--- config.mk ---
export PLATFORM = sky130hd
export DESIGN_NAME = mem_arbiter
export DESIGN_NICKNAME = d
export VERILOG_FILES = /design/src/rtl/mem_arbiter.sv
export SDC_FILE = /design/constraint.sdc
export NUM_CORES = 1
export LEC_CHECK = 0
export CORE_ASPECT_RATIO = 0.5
export CORE_MARGIN = 4
export CORE_UTILIZATION = 42
export CTS_CLUSTER_SIZE = 12
export DETAILED_ROUTE_END_ITERATION = 16
export GPL_ROUTABILITY_DRIVEN = 1
export GPL_TIMING_DRIVEN = 0
export PLACE_DENSITY = 0.8
export SKIP_LAST_GASP = 1
export SLEW_MARGIN = 20
export SYNTH_ARGS = -nofsm -noshare
export SYNTH_HDL_FRONTEND = slang
export SYNTH_SLANG_ARGS = --single-unit
--- constraint.sdc ---
create_clock -name CLK -period 2 [get_ports CLK]
set_input_delay 0.4 -clock CLK [delete_from_list [all_inputs] [get_ports CLK]]
set_output_delay 0.4 -clock CLK [all_outputs]
set_load 0.05 [all_outputs]
--- src/rtl/mem_arbiter.sv ---
// mem_arbiter: shares one synchronous RAM between the fetch and load/store ports.
// Define ARB_ROUND_ROBIN_EN for round-robin contention instead of data-first priority.
module mem_arbiter #(
  parameter int ADDR_W = 12
) (
  input  logic              CLK,
  input  logic              resetn,
  input  logic              i_req,
  input  logic [ADDR_W-1:0] i_addr,
  output logic              i_ack,
  output logic [31:0]       i_rdata,
  input  logic              d_req,
  input  logic              d_we,
  input  logic [3:0]        d_wmask,
  input  logic [ADDR_W-1:0] d_addr,
  input  logic [31:0]       d_wdata,
  output logic              d_ack,
  output logic [31:0]       d_rdata,
  output logic              mem_en,
  output logic [3:0]        mem_we,
  output logic [ADDR_W-1:0] mem_addr,
  output logic [31:0]       mem_wdata,
  input  logic [31:0]       mem_rdata,
  output logic              busy
);

  typedef enum logic [1:0] {
    IDLE,
    ISSUE,
    WAIT,
    ACK
  } state_t;

  state_t state;
  logic   gnt_d;
  logic   rd_op;
  logic   pick_d;

`ifdef ARB_ROUND_ROBIN_EN
  logic last_d;

  always_comb begin
    pick_d = d_req && (!i_req || !last_d);
  end
`else
  always_comb begin
    pick_d = d_req;
  end
`endif

  // mem_* double as the issue registers: loaded in IDLE, driven during ISSUE
  always_ff @(posedge CLK or negedge resetn) begin
    if (!resetn) begin
      state     <= IDLE;
      gnt_d     <= 1'b0;
      rd_op     <= 1'b0;
      mem_en    <= 1'b0;
      mem_we    <= '0;
      mem_addr  <= '0;
      mem_wdata <= '0;
      i_ack     <= 1'b0;
      d_ack     <= 1'b0;
      i_rdata   <= '0;
      d_rdata   <= '0;
      busy      <= 1'b0;
`ifdef ARB_ROUND_ROBIN_EN
      last_d    <= 1'b1;
`endif
    end else begin
      i_ack <= 1'b0;
      d_ack <= 1'b0;
      unique case (state)
        IDLE: begin
          if (i_req || d_req) begin
            state    <= ISSUE;
            busy     <= 1'b1;
            gnt_d    <= pick_d;
            rd_op    <= !(pick_d && d_we);
            mem_en   <= 1'b1;
            mem_addr <= pick_d ? d_addr : i_addr;
            mem_we   <= (pick_d && d_we) ? d_wmask : 4'b0000;
            if (pick_d) begin
              mem_wdata <= d_wdata;
            end
`ifdef ARB_ROUND_ROBIN_EN
            last_d   <= pick_d;
`endif
          end
        end
        ISSUE: begin
          mem_en <= 1'b0;
          mem_we <= '0;
          state  <= WAIT;
        end
        WAIT: begin
          if (rd_op) begin
            if (gnt_d) begin
              d_rdata <= mem_rdata;
            end else begin
              i_rdata <= mem_rdata;
            end
          end
          i_ack <= !gnt_d;
          d_ack <= gnt_d;
          state <= ACK;
        end
        ACK: begin
          busy  <= 1'b0;
          state <= IDLE;
        end
        default: begin
          state <= IDLE;
        end
      endcase
    end
  end

endmodule

==> notes.md, run 1 <==
impl run done, here's what came out: vias in the first global route=3711, f_max=around 510 MHz, worst setup margin=0.0340 ns, # DRC=0, Final Net Count=around 640, Worst Hold Class=input port to flip-flop, first-pass GRT wire length=~21000 um, ys flops=approximately 120, top cells by area=dfrtp_1 (62%), mux2_2 (15%), mux2_4 (9.3%), CP endpoint kind=output port, Gate Area=between 1500 and 2000 sq um, Slew headroom=between 60 and 70%, Cell Area, Synth=just under 5000 sq um, initial antenna violation count=0, cell row count=27, clock buffer depth=2, hold path depth=3, Diodes inserted=0, Root Driver=clkbuf_16, Clk pin slew, worst setup/hold paths=~0.050 ns, Worst-Margin Slew=approximately 0.57 ns, syn nets=around 400, CP Capture Point=i_rdata[0], Post-Synth AOI/OAI Area=roughly 3.2%, most frequent logic cell in the layout=clkdlybuf4s50_1, Slowest cell on crit path=clkdlybuf4s50_1, Critical Path RT=between 1.5 and 2 ns, Congestion Overflow GR=0, global routing usage on met1=a little under a quarter, chip width=160 um, Fillers=756, met3 WL=roughly 540 um, max layer used=met4, Crit path largest cell delay=around 0.83 ns, CP arrival=roughly 1.6 ns, # IOs=around 210, yosys cell count=307, Die Height=83.8 um, hold_sp=d_req, share of cells above drive strength 1=a little over a quarter, Dominant combinational family=multiplexers, mux frac, synth=roughly 27%, Seq share, synth=between 60% and 70%, Post-synth EDFFs=0, Synth Area in Simple Gates=3.17%, count of different cell masters after synthesis=25, outcome=completed, Flop area=~3000 sq um, chip area=~13000 sq um, Setup-failing EPs final=0, Met2 Wirelength=between 6000 and 7000 um, clk ins delay skew pair=around 0.4 ns, Mapped Avg Cell Area=15.7 sq um, cell type with the largest total area=dfrtp_1, Levels on crit path=1, flop-to-flop setup slack=between 0.2 and 0.3 ns, CP startpoint kind=flip-flop, routed length on met1=between 5000 and 6000 um, Yosys chip area=roughly 4800 sq um, post-DP HPWL=about 9200 um, Starting Density=43.4%, WS Path Type=flip-flop to output port, Clock Skews=approximately 0.009 ns, Primary FF master, synth=dfrtp_1, CP bufs+invs=1, Tmin final=1.97 ns, Critical R2R Launch=state[0], Starting DRT DRC Count=~120, Layout Area Growth over Synthesis=62.5%, reg2reg end=mem_wdata[22]
==> run 1: layout make-up <==
| cell class | count | area share [%] |
|---|---|---|
| sequential | 120 | 38.3 |
| timing repair buffer | 213 | 28.7 |
| multi-input combinational | 169 | 21.8 |
| clock buffer | 19 | 5.78 |
| tap | 145 | 2.32 |
| clock inverter | 13 | 1.65 |
| buffer | 14 | 1.23 |
| inverter | 4 | 0.192 |
==> run 1: stage by stage <==
stage | instance area (sq um) | setup TNS [ns]
3_3_place_gp | 7120 | -506.02
5_1_grt | 7830 | -0.000643
6_report | 7830 | 0
3_5_place_dp | 7140 | 0
2_1_floorplan | 4820 | 0
4_1_cts | 7720 | 0
run_1/class_map.png
Fill, decap, tap and diode cells in grey.
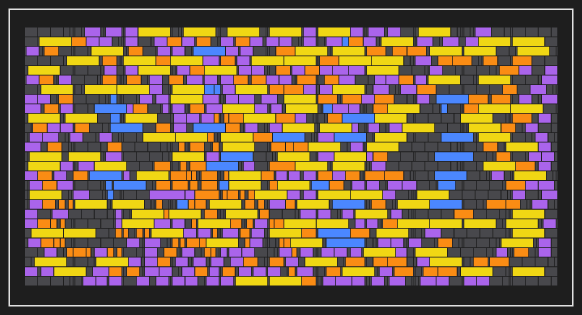
| class | colour | cells |
|---|---|---|
| clock drivers and dummy loads | blue | 32 |
| sequential cells | yellow | 120 |
| remaining logic cells | orange | 173 |
| remaining buffers and delay cells | purple | 227 |
Design Area, Final: 7830 sq um
Final Core Density: 70.5%

run_1/placed.png
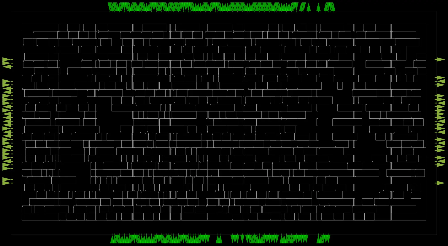
Core Area: 11100 sq um
Final Non-Filler Cells: 697

run_1/route_heat.png
Scale bar: 50 um. The die is cut into 32 by 17 equal tiles; black is low, pale yellow is high, scaled to the fullest tile. Values are wire area over tile area, all layers added.
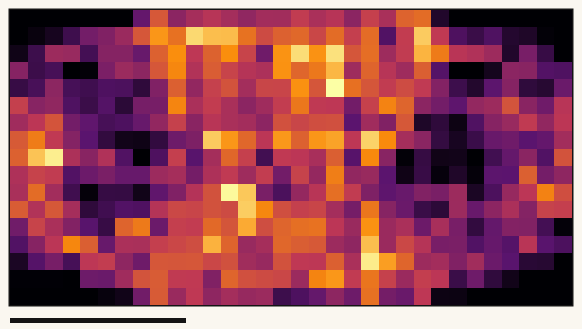
tiles over half the peak: 34%
fullest tile: 0.38
nearly empty tiles: 8.8%
mean over tiles: 0.15
DRT Wirelength: 12800 um
GRT Util Overall: 19.6%
routed via count: 3350
drt wl/cell: 18.3 um

run_1/ff_map.png
Other sequential cells in the stronger grey, the rest of the logic in the fainter grey.
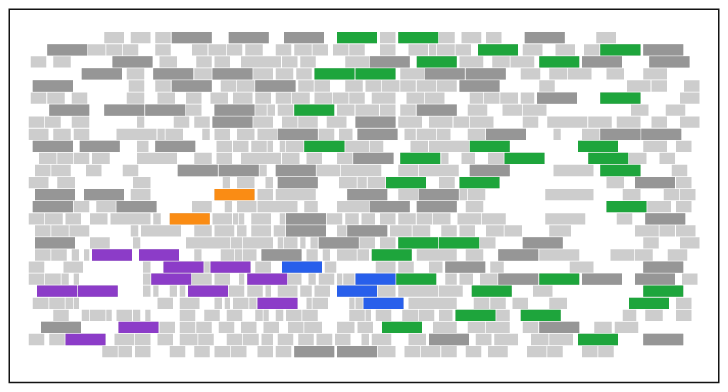

==> run 2: changes to the inputs <==
--- a/config.mk
+++ b/config.mk
@@ -7,12 +7,12 @@
 export LEC_CHECK = 0
 export CORE_ASPECT_RATIO = 0.5
 export CORE_MARGIN = 4
-export CORE_UTILIZATION = 42
+export CORE_UTILIZATION = 45
 export CTS_CLUSTER_SIZE = 12
 export DETAILED_ROUTE_END_ITERATION = 16
 export GPL_ROUTABILITY_DRIVEN = 1
 export GPL_TIMING_DRIVEN = 0
-export PLACE_DENSITY = 0.8
+export PLACE_DENSITY = 0.85
 export SKIP_LAST_GASP = 1
 export SLEW_MARGIN = 20
 export SYNTH_ARGS = -nofsm -noshare
==> constraint.sdc (replaced) <==
create_clock -name CLK -period 2.36 [get_ports CLK]
set_input_delay 0.472 -clock CLK [delete_from_list [all_inputs] [get_ports CLK]]
set_output_delay 0.472 -clock CLK [all_outputs]
set_load 0.05 [all_outputs]
run_2/ff_map.png
Other sequential cells in the stronger grey, the rest of the logic in the fainter grey.
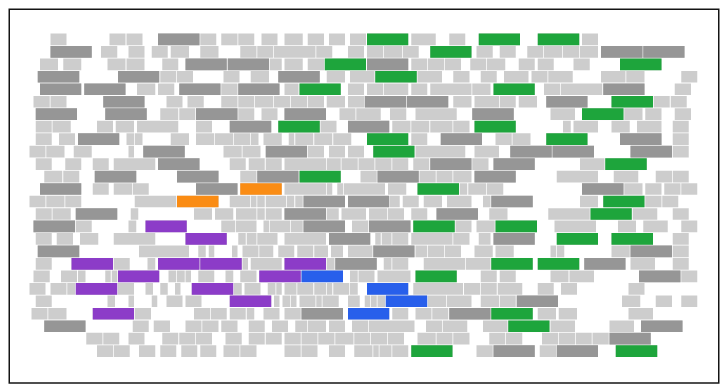
| netlist name | colour | placed flops |
|---|---|---|
| mem_addr | purple | 12 |
| state | orange | 2 |
| mem_we | blue | 4 |
| i_rdata | green | 32 |
Flop area: 3000 sq um
sequential fraction of total cell area: 38.8%

==> notes.md, run 2 <==
impl run done, here's what came out: cell type with the largest total area=dfrtp_1, Slew headroom=59.8%, count of different cell masters after synthesis=25, clock buffer depth=2, Final Non-Filler Cells=691, Cell Area, Synth=4820 sq um, chip area=approximately 13000 sq um, logic share of the area=around 22%, clk ins delay skew pair=0.41 ns, DRT Wirelength=13100 um, # Taps=between 100 and 150, GRT Util Overall=about a fifth, met3 WL=approximately 600 um, flop count=approximately 120, outcome=completed, vias in the first global route=3768, Placement Cell Area=between 7000 and 8000 sq um, Root Driver=clkbuf_16, Congestion Overflow GR=0, Die Height=roughly 81 um, Inverters=4, Layout Area Growth over Synthesis=60.4%, CP startpoint kind=flip-flop, final setup TNS=0 ns, Starting DRT DRC Count=around 110, Crit path largest cell delay=about 0.85 ns, Starting Density=between 40% and 50%, Critical Path RT=~1.9 ns, share of cells above drive strength 1=a little over a quarter, Slowest cell on crit path=clkdlybuf4s50_1, # DRC=0, Clock Skews=between 0.008 and 0.009 ns, initial antenna violation count=0, Primary FF master, synth=dfrtp_1, Tmin final=roughly 2.1 ns, CP endpoint kind=output port, CP arrival=around 1.7 ns, post-DP HPWL=about 9400 um, top cells by area=dfrtp_1 (62%), mux2_2 (15%), mux2_4 (9.3%), # IOs=around 210, max layer used=met4, Clk pin slew, worst setup/hold paths=approximately 0.050 ns, Diodes inserted=0, drt wl/cell=between 15 and 20 um, most frequent logic cell in the layout=clkdlybuf4s50_1, Fillers=approximately 650, global routing usage on met1=between 20% and 30%, clock-cell share of area=under 10%, CP bufs+invs=1
run_2/class_map.png
Fill, decap, tap and diode cells in grey.
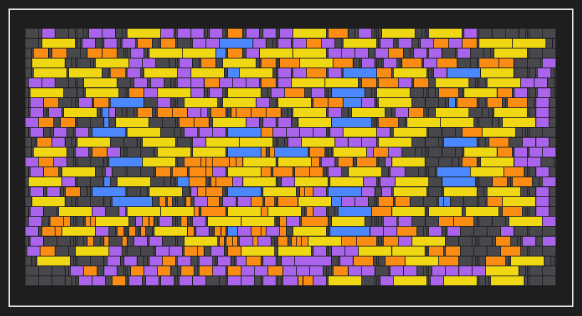
| class | colour | cells |
|---|---|---|
| clock drivers and dummy loads | blue | 32 |
| sequential cells | yellow | 120 |
| remaining logic cells | orange | 173 |
| remaining buffers and delay cells | purple | 226 |
Design Area, Final: 7730 sq um
Final Core Density: 75.0%
cell row count: 26
Core Area: 10300 sq um

-- run 2: logic make-up after synthesis --
family,count (synthesis),share of synthesized area (%)
flops,120,62.3
compound gates,27,3.22
buf+inv,18,2.31
mux,109,27.5
fa+ha+maj,6,1.56
simple gates,27,3.17
-- run 2: path summary, 6_finish.rpt --
kind / startpoint / to / slack (ns) / cells past startpoint
worst max-delay path: d_rdata[24] / d_rdata[24] / 0.24 / 1
worst min-delay path: resetn / i_rdata[10] / 0.02 / 1
worst max register to register: state[1] / mem_we[1] / 0.56 / 6
worst min register to register: mem_addr[8] / mem_addr[8] / 0.48 / 2
max in group asynchronous: resetn / i_rdata[13] / 1.63 / 2
min in group CLK: mem_addr[8] / mem_addr[8] / 0.48 / 2
==> run 3: changes to the inputs <==
--- a/config.mk
+++ b/config.mk
@@ -12,6 +12,7 @@
 export DETAILED_ROUTE_END_ITERATION = 16
 export GPL_ROUTABILITY_DRIVEN = 1
 export GPL_TIMING_DRIVEN = 0
+export HOLD_SLACK_MARGIN = 0.1
 export PLACE_DENSITY = 0.85
 export SKIP_LAST_GASP = 1
 export SLEW_MARGIN = 20
==> constraint.sdc (replaced) <==
create_clock -name CLK -period 2.36 [get_ports CLK]
set_input_delay 0.59 -clock CLK [delete_from_list [all_inputs] [get_ports CLK]]
set_output_delay 0.59 -clock CLK [all_outputs]
set_load 0.05 [all_outputs]
run_3/class_map.png
Fill, decap, tap and diode cells in grey.
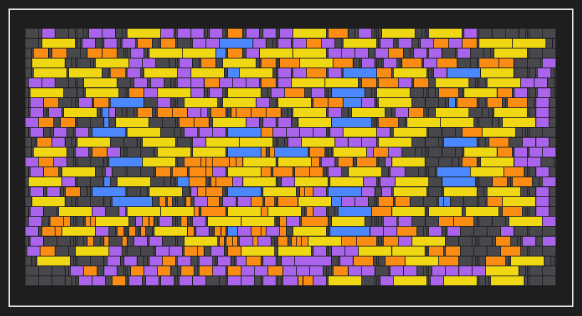
| class | colour | cells |
|---|---|---|
| clock drivers and dummy loads | blue | 32 |
| sequential cells | yellow | 120 |
| remaining logic cells | orange | 173 |
| remaining buffers and delay cells | purple | 226 |

==> notes.md, run 3 <==
impl run done, here's what came out: first-pass GRT wire length=20500 um, Layout Area Growth over Synthesis=60.4%, Levels on crit path=1, CP endpoint kind=output port, routed via count=~3400, share of cells above drive strength 1=roughly a quarter, Tmin final=~2.2 ns, Critical Path RT=1.77 ns, Critical R2R Launch=state[1], cell row count=26, XOR Share, Synth=0%, syn nets=~410, vias in the first global route=around 3800, Cell Area, Synth=around 4800 sq um, Congestion Overflow GR=0, # IOs=213, Clock Skews=0.00874 ns, clock buffer depth=2, Adder Area Share=under 10%, DRT Wirelength=13100 um, Slew headroom=approximately 60%, WS Path Type=flip-flop to output port, worst setup path start=d_rdata[24], flop-to-flop setup slack=around 0.56 ns, Final Core Density=between 70 and 80%, # DRC=0, clk ins delay skew pair=just over 0.4 ns, final setup TNS=0 ns, outcome=completed, chip width=between 150 and 200 um, Final Net Count=641, Synth Area in Simple Gates=under 10%, Final Non-Filler Cells=691, Mapped Avg Cell Area=roughly 16 sq um, Die Height=~81 um, Design Area, Final=about 7700 sq um
run_3/closeup.png
Scale bar: 20 um. Region (14, 0) to (64, 50) um. Cells in grey, sequential cells in the stronger grey; small squares are vias.
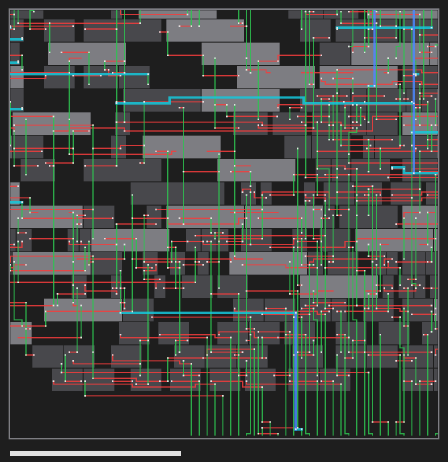
| layer | colour |
|---|---|
| M3 | cyan |
| M1 | red |
| M4 | blue |
| M2 | green |
sequential cells in the window: 19
cells with their middle in the window: 124
netlist names of flops here include: mem_addr (11), mem_wdata (6), state (2)
most frequent: clkdlybuf4s50_1 (40), dfrtp_1 (19), o21ai_0 (13)

run 3: cell type report:
| class | count | area, sq um |
|---|---|---|
| tap | 140 | 175 |
| inverter | 4 | 15.0 |
| sequential | 120 | 3000 |
| fill | 647 | 2580 |
| clock inverter | 12 | 150 |
| timing repair buffer | 212 | 2140 |
| clock buffer | 20 | 447 |
| buffer | 14 | 96.3 |
| multi-input combinational | 169 | 1710 |
run 3: routing by layer:
layer  part of all wire [%]  wire length, um  vias up  global-route usage, %
li1                       -                -     1556                      -
met1                     39             5060     1741                   24.5
met2                     54             7090      104                   38.4
met3                    4.6              602       32                   5.22
met4                    2.6              342        0                   9.87
met5                      0                0        -                      0
